## config.mk

```make
export PLATFORM = sky130hd
export DESIGN_NAME = simple_io_bridge
export DESIGN_NICKNAME = d
export VERILOG_FILES = /design/src/rtl/simple_io_bridge.sv
export SDC_FILE = /design/constraint.sdc
export NUM_CORES = 1
export LEC_CHECK = 0
export CORE_ASPECT_RATIO = 0.9
export CORE_MARGIN = 5
export CORE_UTILIZATION = 58
export DETAILED_ROUTE_END_ITERATION = 16
export PLACE_DENSITY = 0.79
export SYNTH_ARGS = -nofsm -noshare
export SYNTH_HDL_FRONTEND = slang
export SYNTH_SLANG_ARGS = --single-unit
```

## constraint.sdc

```tcl
create_clock -name clk -period 4.7 [get_ports clk]
set_input_delay 0.94 -clock clk [delete_from_list [all_inputs] [get_ports clk]]
set_output_delay 0.94 -clock clk [all_outputs]
set_load 0.05 [all_outputs]
```

## src/rtl/simple_io_bridge.sv

```systemverilog
// simple_io_bridge: CPU IN/OUT port peripheral with host-side FIFOs.
// Stalls the CPU while the needed FIFO cannot serve, and latches the last OUT word.
module simple_io_bridge #(
  parameter int DEPTH = 8,
  parameter int AW    = 3
) (
  input  logic          clk,
  input  logic          rst,
  input  logic          cpu_in_req,
  output logic [15:0]   cpu_in_data,
  output logic          cpu_in_ack,
  input  logic          cpu_out_req,
  input  logic [15:0]   cpu_out_data,
  output logic          cpu_stall,
  input  logic          host_push,
  input  logic [15:0]   host_wdata,
  input  logic          host_pop,
  output logic [15:0]   host_rdata,
  output logic          host_rvalid,
  output logic [AW:0]   in_count,
  output logic [AW:0]   out_count,
  output logic          in_ovf,
  output logic [15:0]   out_latch
);

  typedef enum logic [1:0] {
    IDLE,
    IN_WAIT,
    OUT_WAIT
  } state_t;

  localparam logic [AW:0] FULL = (AW+1)'(DEPTH);
  localparam logic [AW:0] ZERO = '0;

  state_t        state_q;
  logic [15:0]   in_mem  [DEPTH];
  logic [15:0]   out_mem [DEPTH];
  logic [AW-1:0] in_wr_q, in_rd_q;
  logic [AW-1:0] out_wr_q, out_rd_q;
  logic [AW:0]   in_cnt_q, in_cnt_d;
  logic [AW:0]   out_cnt_q, out_cnt_d;
  logic [15:0]   in_data_q;
  logic [15:0]   latch_q;
  logic [15:0]   hold_q;
  logic          ack_q;
  logic          stall_q;
  logic          ovf_q;

  logic          in_full, in_empty;
  logic          out_full, out_empty;
  logic          in_push, in_pop;
  logic          out_take, out_push, out_pop;
  logic [15:0]   out_wdata;

  assign in_full   = (in_cnt_q == FULL);
  assign in_empty  = (in_cnt_q == ZERO);
  assign out_full  = (out_cnt_q == FULL);
  assign out_empty = (out_cnt_q == ZERO);

  // Decisions use the current counts; same-cycle host activity never helps the CPU.
  assign in_push  = host_push & ~in_full;
  assign in_pop   = ~in_empty &
                    (((state_q == IDLE) & cpu_in_req) |
                     (state_q == IN_WAIT));
  assign out_take = (state_q == IDLE) & cpu_out_req & ~cpu_in_req;
  assign out_push = ~out_full &
                    (out_take | (state_q == OUT_WAIT));
  assign out_pop  = host_pop & ~out_empty;
  assign out_wdata = (state_q == OUT_WAIT) ? hold_q : cpu_out_data;

  always_comb begin
    in_cnt_d  = in_cnt_q + {ZERO[AW-1:0], in_push}
                         - {ZERO[AW-1:0], in_pop};
    out_cnt_d = out_cnt_q + {ZERO[AW-1:0], out_push}
                          - {ZERO[AW-1:0], out_pop};
  end

  always_ff @(posedge clk) begin
    if (in_push)
      in_mem[in_wr_q] <= host_wdata;
    if (out_push)
      out_mem[out_wr_q] <= out_wdata;
  end

  always_ff @(posedge clk) begin
    if (rst) begin
      state_q   <= IDLE;
      in_wr_q   <= '0;
      in_rd_q   <= '0;
      out_wr_q  <= '0;
      out_rd_q  <= '0;
      in_cnt_q  <= '0;
      out_cnt_q <= '0;
      in_data_q <= '0;
      latch_q   <= '0;
      hold_q    <= '0;
      ack_q     <= 1'b0;
      stall_q   <= 1'b0;
      ovf_q     <= 1'b0;
    end else begin
      in_cnt_q  <= in_cnt_d;
      out_cnt_q <= out_cnt_d;
      ack_q     <= in_pop;
      if (in_push)
        in_wr_q <= in_wr_q + 1'b1;
      if (in_pop) begin
        in_rd_q   <= in_rd_q + 1'b1;
        in_data_q <= in_mem[in_rd_q];
      end
      if (host_push & in_full)
        ovf_q <= 1'b1;
      if (out_push) begin
        out_wr_q <= out_wr_q + 1'b1;
        latch_q  <= out_wdata;
      end
      if (out_pop)
        out_rd_q <= out_rd_q + 1'b1;
      if (out_take & out_full)
        hold_q <= cpu_out_data;

      unique case (state_q)
        IDLE: begin
          if (cpu_in_req & in_empty) begin
            state_q <= IN_WAIT;
            stall_q <= 1'b1;
          end else if (out_take & out_full) begin
            state_q <= OUT_WAIT;
            stall_q <= 1'b1;
          end
        end
        IN_WAIT: begin
          if (!in_empty) begin
            state_q <= IDLE;
            stall_q <= 1'b0;
          end
        end
        OUT_WAIT: begin
          if (!out_full) begin
            state_q <= IDLE;
            stall_q <= 1'b0;
          end
        end
        default: begin
          state_q <= IDLE;
          stall_q <= 1'b0;
        end
      endcase
    end
  end

  assign cpu_in_data = in_data_q;
  assign cpu_in_ack  = ack_q;
  assign cpu_stall   = stall_q;
  assign host_rdata  = out_mem[out_rd_q];
  assign host_rvalid = ~out_empty;
  assign in_count    = in_cnt_q;
  assign out_count   = out_cnt_q;
  assign in_ovf      = ovf_q;
  assign out_latch   = latch_q;

endmodule
```

==> Changelog: implementation, run 1 <==
### Metrics

* RSZ-0062 raised after global routing: false
* Detailed router's first-iteration violation count at 656
* Worst-margin pin slew at 1190 ps
* Pwr Total at 0.00858 W
* Setup CP Type: register to output pin
* Tool warning count at 28
* CP Cell Sequence: buf_4, mux4_2, mux2_2, clkdlybuf4s50_1
* Fmax at 255 MHz
* VDD IR-drop max at 0.390 mV
* Final non-filler cell total at 1151
* P per Cell Area at 562 nW/um^2
* Placed cells at 1090
* Gate family responsible for the most delay along the worst path: buffers and inverters
* CTS max path bufs at 3
* # fillers at 1309
* HPWL after detailed placement at 16300 microns
* Die H at 151 microns
* Syn_area_per_cell at 17.8 sq um
* CP bufs+invs at 2
* Seq cells post-synth at 332
* Final Hold Fails at 0
* Total congestion overflow at 0
* Adder Area Share at 1.87%
* MaxCap Viol Count at 0
* WP data arrival at 2980 ps
* H-tree Lvls at 2
* Vias in the first global route at 7298
* PostCTS Resize Cnt at 0
* Total Routing Usage GR at 22.1%
* Worst endpoint required time at 3760 ps
* Final worst path period share at 83.5%
* Drt first pass iters at 5
* Io pins at 98
* Clock Pin Slew Worst Setup and Hold Paths at 60 ps
* Largest net degree at the start of global routing at 48
* Most frequent cells in the layout: edfxtp_1, clkdlybuf4s50_1, dfxtp_1, mux4_2, nor2_1
* Leak Pwr at 4.99 nW
* Sink Count at 332
* Dominant Register Cell: edfxtp_1
* YS chip area at 12900 sq um
* Post-DR vias/cell at 5.94
* AND-OR/OR-AND Cells, Area Fraction at 2.29%
* Worst Hold Class: register to register
* CP startpoint kind: register
* Dominant logic cell type in the layout: edfxtp_1
* Worst rel slew slack at 20.8%
* Status: complete, no violations
* Asr flop ratio synth at 0%
* Rows at 51
* And+or+nand+nor area frac at 5.85%
* Via count at 6833
* Root Buffer: clkbuf_16
* Synthesized Nets at 781
* Area fraction in mux cells at 15.5%
* Final WL at 27500 microns
* Die W at 167 microns
* Yosys warning count at 0
* P&R area growth vs syn at 18.7%
* Seq/Total Area, Yosys at 71.5%
* Crit path max-delay cell type: clkdlybuf4s50_1
* Total Nets Final at 891
* Post-route DRC at 0
* Post-CTS Setup Inserts at 0
* Distinct lib cells at 49
* Final setup fails at 0
* GPL Wtd Cong at 0.835
* Top logic family: multiplexers
* N_diodes at 0
* XOR/XNOR Area Share at 0.612%
* Final Max Slew Viols at 0
* Tmin final at 3920 ps
* WL/cell at 23.9 microns
* Initial antenna violation count at 0
## run 1: flip-flops by register name, indices dropped and copies added, names as in the netlist, 4 cells and up, named ones only
name,cells
cpu_in_data,16
hold_q,16
in_count,4
out_mem,128
out_count,4
in_mem,128
out_latch,16
## run 1: cell usage after synthesis, types with 2 or more instances
library cell / instances / area, sq um
a21oi_1: 22 / 110
buf_2: 7 / 35.0
nand3_1: 7 / 35.0
nor4b_1: 3 / 26.3
buf_4: 6 / 45.0
nand2_1: 40 / 150
nor3b_2: 3 / 37.5
a21o_1: 2 / 15.0
nand2b_1: 4 / 25.0
buf_6: 9 / 101
nor2_1: 56 / 210
mux2i_1: 18 / 180
mux4_2: 64 / 1440
fa_1: 2 / 40.0
clkbuf_1: 12 / 45.0
nor3_2: 2 / 20.0
buf_1: 4 / 15.0
xor2_1: 6 / 52.6
mux2_2: 28 / 315
or3b_2: 3 / 26.3
edfxtp_1: 256 / 7690
inv_1: 14 / 52.6
ha_1: 16 / 200
nor2b_1: 3 / 18.8
dfxtp_1: 76 / 1520
mux2_4: 4 / 60.1
nor3_1: 19 / 95.1
o22ai_1: 16 / 100
xnor2_1: 3 / 26.3
## run 1: cell families after synthesis
logic type / Yosys count
buffers and inverters: 53
flip-flops: 332
AND-OR/OR-AND: 48
AND/OR/NAND/NOR: 151
XOR/XNOR: 9
adder cells (fa/ha/maj): 18
multiplexers: 114
## run 1: power by group
group          switching (W)  total (W)  internal, W
clock                0.00105    0.00266      0.00161
sequential          0.000168    0.00358      0.00341
combinational        0.00140    0.00234     0.000944
## run 1: final cells by class
| class | count | share of cell area, % |
|---|---|---|
| multi-input combinational | 340 | 22.5 |
| inverter | 15 | 0.369 |
| timing repair buffer | 112 | 7.06 |
| clock inverter | 15 | 1.28 |
| tap | 291 | 2.38 |
| clock buffer | 46 | 6.07 |
| sequential | 332 | 60.3 |
## run 1: metal layers
metal	GRT usage (%)	up-vias	wire (microns)
met5	0	-	0
met4	6.75	0	690
met3	4.41	53	1820
met2	37.2	247	13900
met1	29.8	3497	11100
li1	-	3036	-
## run 1: metrics by stage
step	util, %	area (sq um)
final	70.2	15300
after CTS	70.2	15300
after detailed placement	65.0	14100
after global placement	65.0	14100
after global routing	70.2	15300
after floorplan	-	12900
## run 1: path summary, 6_finish.rpt
| path | from | end | slack (ps) | depth (start not counted) |
|---|---|---|---|---|
| max | register | host_rdata[12] | 780 | 4 |
| min reg2reg | hold_q[11] | hold_q[11] | 450 | 2 |
| min | hold_q[11] | hold_q[11] | 450 | 2 |
| max reg2reg | in_count[2] | in_count[2] | 1980 | 11 |
## run 1: worst min-delay path: cells and delay by family (launching register included)
| family | cells | cell delay, ps |
|---|---|---|
| compound gates | 1 | 50 |
| flops | 1 | 310 |
| simple gates | 1 | 50 |
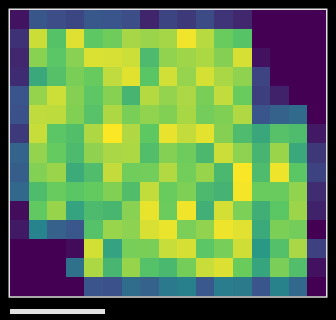
Run 1: cell area per tile
Bar = 50 microns. 17 x 15 tiles, from dark purple (low) to yellow (high), 0 to 100% covered.
mean over tiles = 59%
tiles over 75% full = 48%
emptiest ninth of the die = north-east
utilization of the core after routing: 70.2%
Core Box Area: 21800 sq um

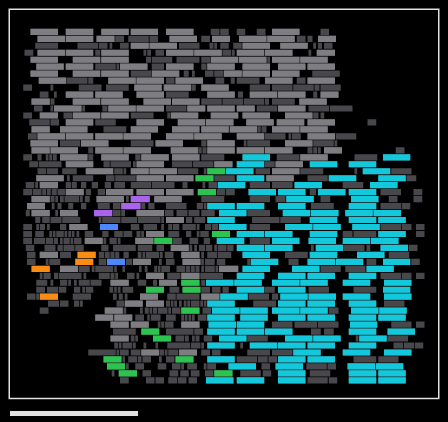
Run 1: sequential cells colored by netlist name
Bar = 50 microns. Other sequential cells in the stronger gray, the rest of the logic in the fainter gray.
cyan -> out_mem  # flops 128
green -> out_latch  # flops 16
purple -> in_rd_q  # flops 3
blue -> state_q  # flops 2
orange -> out_count  # flops 4

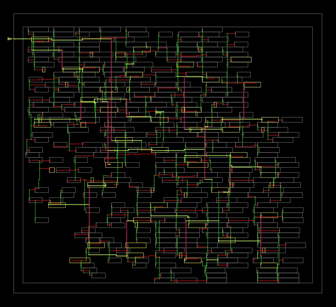
Run 1: clock routing
CTS Buf Count: 34
Clock Skews: 28.4 ps
FF+latch count: 332
clock buffers: 46
clk latency late pin: 520 ps

## Run 2: what changed since run 1
- clock period: 4.7 -> 4.1 ns (I/O delays scaled with it)
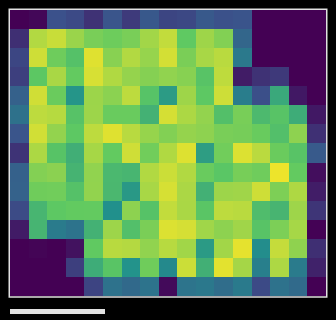
Run 2: cell area per tile
Bar = 50 microns. 17 x 15 tiles, from dark purple (low) to yellow (high), 0 to 100% covered.
fullest tile = 98%
mean over tiles = 59%
emptiest ninth of the die = north-east
tiles over 75% full = 49%

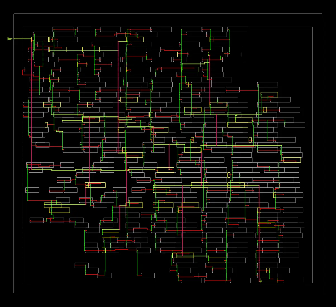
Run 2: clock routing
clk latency late pin: 560 ps
clock buffers: 39
Sink Count: 332

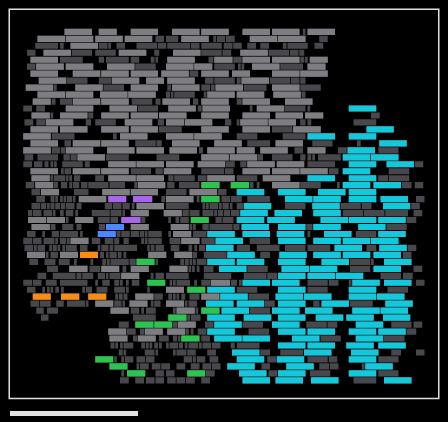
Run 2: sequential cells colored by netlist name
Bar = 50 microns. Other sequential cells in the stronger gray, the rest of the logic in the fainter gray.
blue -> state_q  # flops 2
orange -> out_count  # flops 4, where south-west
purple -> in_rd_q  # flops 3
green -> out_latch  # flops 16
cyan -> out_mem  # flops 128
not colored = 179
register area: 9210 sq um
utilization of the core after routing: 69.8%
flop share of the area: 60.6%

==> run 2 against run 1 <==
  * Power grew 12%
  * Sequential power grew 15%
  * First-iteration DRC count shrank 26%
  * Setup slack lost 540 ps
  * Register-to-register slack lost 590 ps
  * Critical path type unchanged
  * Critical endpoint is now host_rdata[3]
  * Highest routed layer unchanged
==> Changelog: implementation, run 2 <==
### Metrics

* Seq cells post-synth at 332
* WL/cell at 22.6 microns
* Final worst path period share at 94.2%
* Setup CP Type: register to output pin
* Syn_area_per_cell at 17.8 sq um
* YS chip area at 12900 sq um
* Die W at 167 microns
* Leak Pwr at 5.01 nW
* Initial antenna violation count at 0
* Final setup fails at 0
* Share of the synthesized area in the top cell type at 59.7%
* Largest registers: in_mem (128), out_mem (128)
* WP data arrival at 3040 ps
* CP startpoint kind: register
* Status: complete, no violations
* P&R area growth vs syn at 18.1%
* Final Cell Area at 15200 sq um
* P per Cell Area at 630 nW/um^2
* Final Hold Fails at 0
* MaxCap Viol Count at 0
* Rows at 51
* Dominant Register Cell: edfxtp_1
* CTS Buf Count at 31
* Total Routing Usage GR at 21.0%
* Worst Hold Launch: hold_q[8]
* Detailed router's first-iteration violation count at 487
* Worst Hold Class: register to register
* CP bufs+invs at 2
* Die H at 151 microns
* Clock Pin Slew Worst Setup and Hold Paths at 60 ps
* Drt first pass iters at 5
* Total congestion overflow at 0
* Most frequent cells in the layout: edfxtp_1, clkdlybuf4s50_1, dfxtp_1, mux4_2, nor2_1
* Final WL at 26100 microns
* Gate family responsible for the most delay along the worst path: buffers and inverters
* CTS max path bufs at 3
* Vias in the first global route at 7173
* Worst-margin pin slew at 930 ps
* RSZ-0062 raised after global routing: false
* Worst rel slew slack at 38.0%
* Largest net degree at the start of global routing at 45
* Post-route DRC at 0
==> run 2: per-layer routing <==
metal	wire [microns]	vias up	GRT usage (%)
met5	0	-	0
met4	817	0	7.48
met3	1730	59	3.86
met2	12900	254	34.5
met1	10700	3405	28.6
li1	-	3034	-
==> run 2: final cells by class <==
cell class	count	area, sq um	share of cell area (%)
repair buffers	120	1140	7.49
flip-flops and latches	332	9210	60.6
clock buffers	39	838	5.52
inverters	15	56.3	0.371
clock inverters	19	165	1.09
diodes	1	2.50	0.0165
well taps	291	364	2.40
multi-input cells	340	3420	22.5
==> run 2: cell families (layout without fill, tap and decap cells) <==
kind of cell | count (synthesis) | count (layout) | synth area share, %
xor+xnor | 9 | 9 | 0.612
fa+ha+maj | 18 | 18 | 1.87
buf+inv | 53 | 193 | 2.31
flops | 332 | 332 | 71.5
compound gates | 48 | 48 | 2.29
mux | 114 | 114 | 15.5
other cells | 0 | 1 | 0
simple gates | 151 | 151 | 5.85
==> run 2: path summary, 6_finish.rpt <==
kind | slack (ps) | cells after the start | to
min | 450 | 2 | hold_q[8]
max reg2reg | 1390 | 11 | in_count[2]
min reg2reg | 450 | 2 | hold_q[8]
max | 240 | 4 | host_rdata[3]
==> run 2: report_power, final <==
part           switching, W  internal [W]  total [W]
logic               0.00156       0.00109    0.00265
registers          0.000228       0.00390    0.00413
clock network       0.00117       0.00163    0.00280
==> run 2: worst reg2reg max path: stages (launching register included) <==
cell and delay, ps:
dfxtp_1 340, inv_1 80, ha_1 200, or3b_1 380
and2_4 430, ha_1 300, inv_1 60, ha_1 160
inv_1 60, fa_1 380, xor2_1 140, nor2_1 50
==> run 2: per-stage QoR <==
stage / hold WS (ps) / utilization [%] / power [W] / setup WS, ps / std cells
6_report: 452 / 69.8 / 0.00958 / 238 / 1157
5_1_grt: 472 / 69.8 / 0.00998 / 78.6 / 1156
4_1_cts: 452 / 69.8 / 0.00964 / 181 / 1156
3_5_place_dp: 444 / 65.2 / 0.00684 / 781 / 1098
3_3_place_gp: 436 / 65.2 / 0.00675 / 792 / 1098
2_1_floorplan: 429 / - / 0.00610 / 275 / 725
Power and IR drop assume default switching activity.
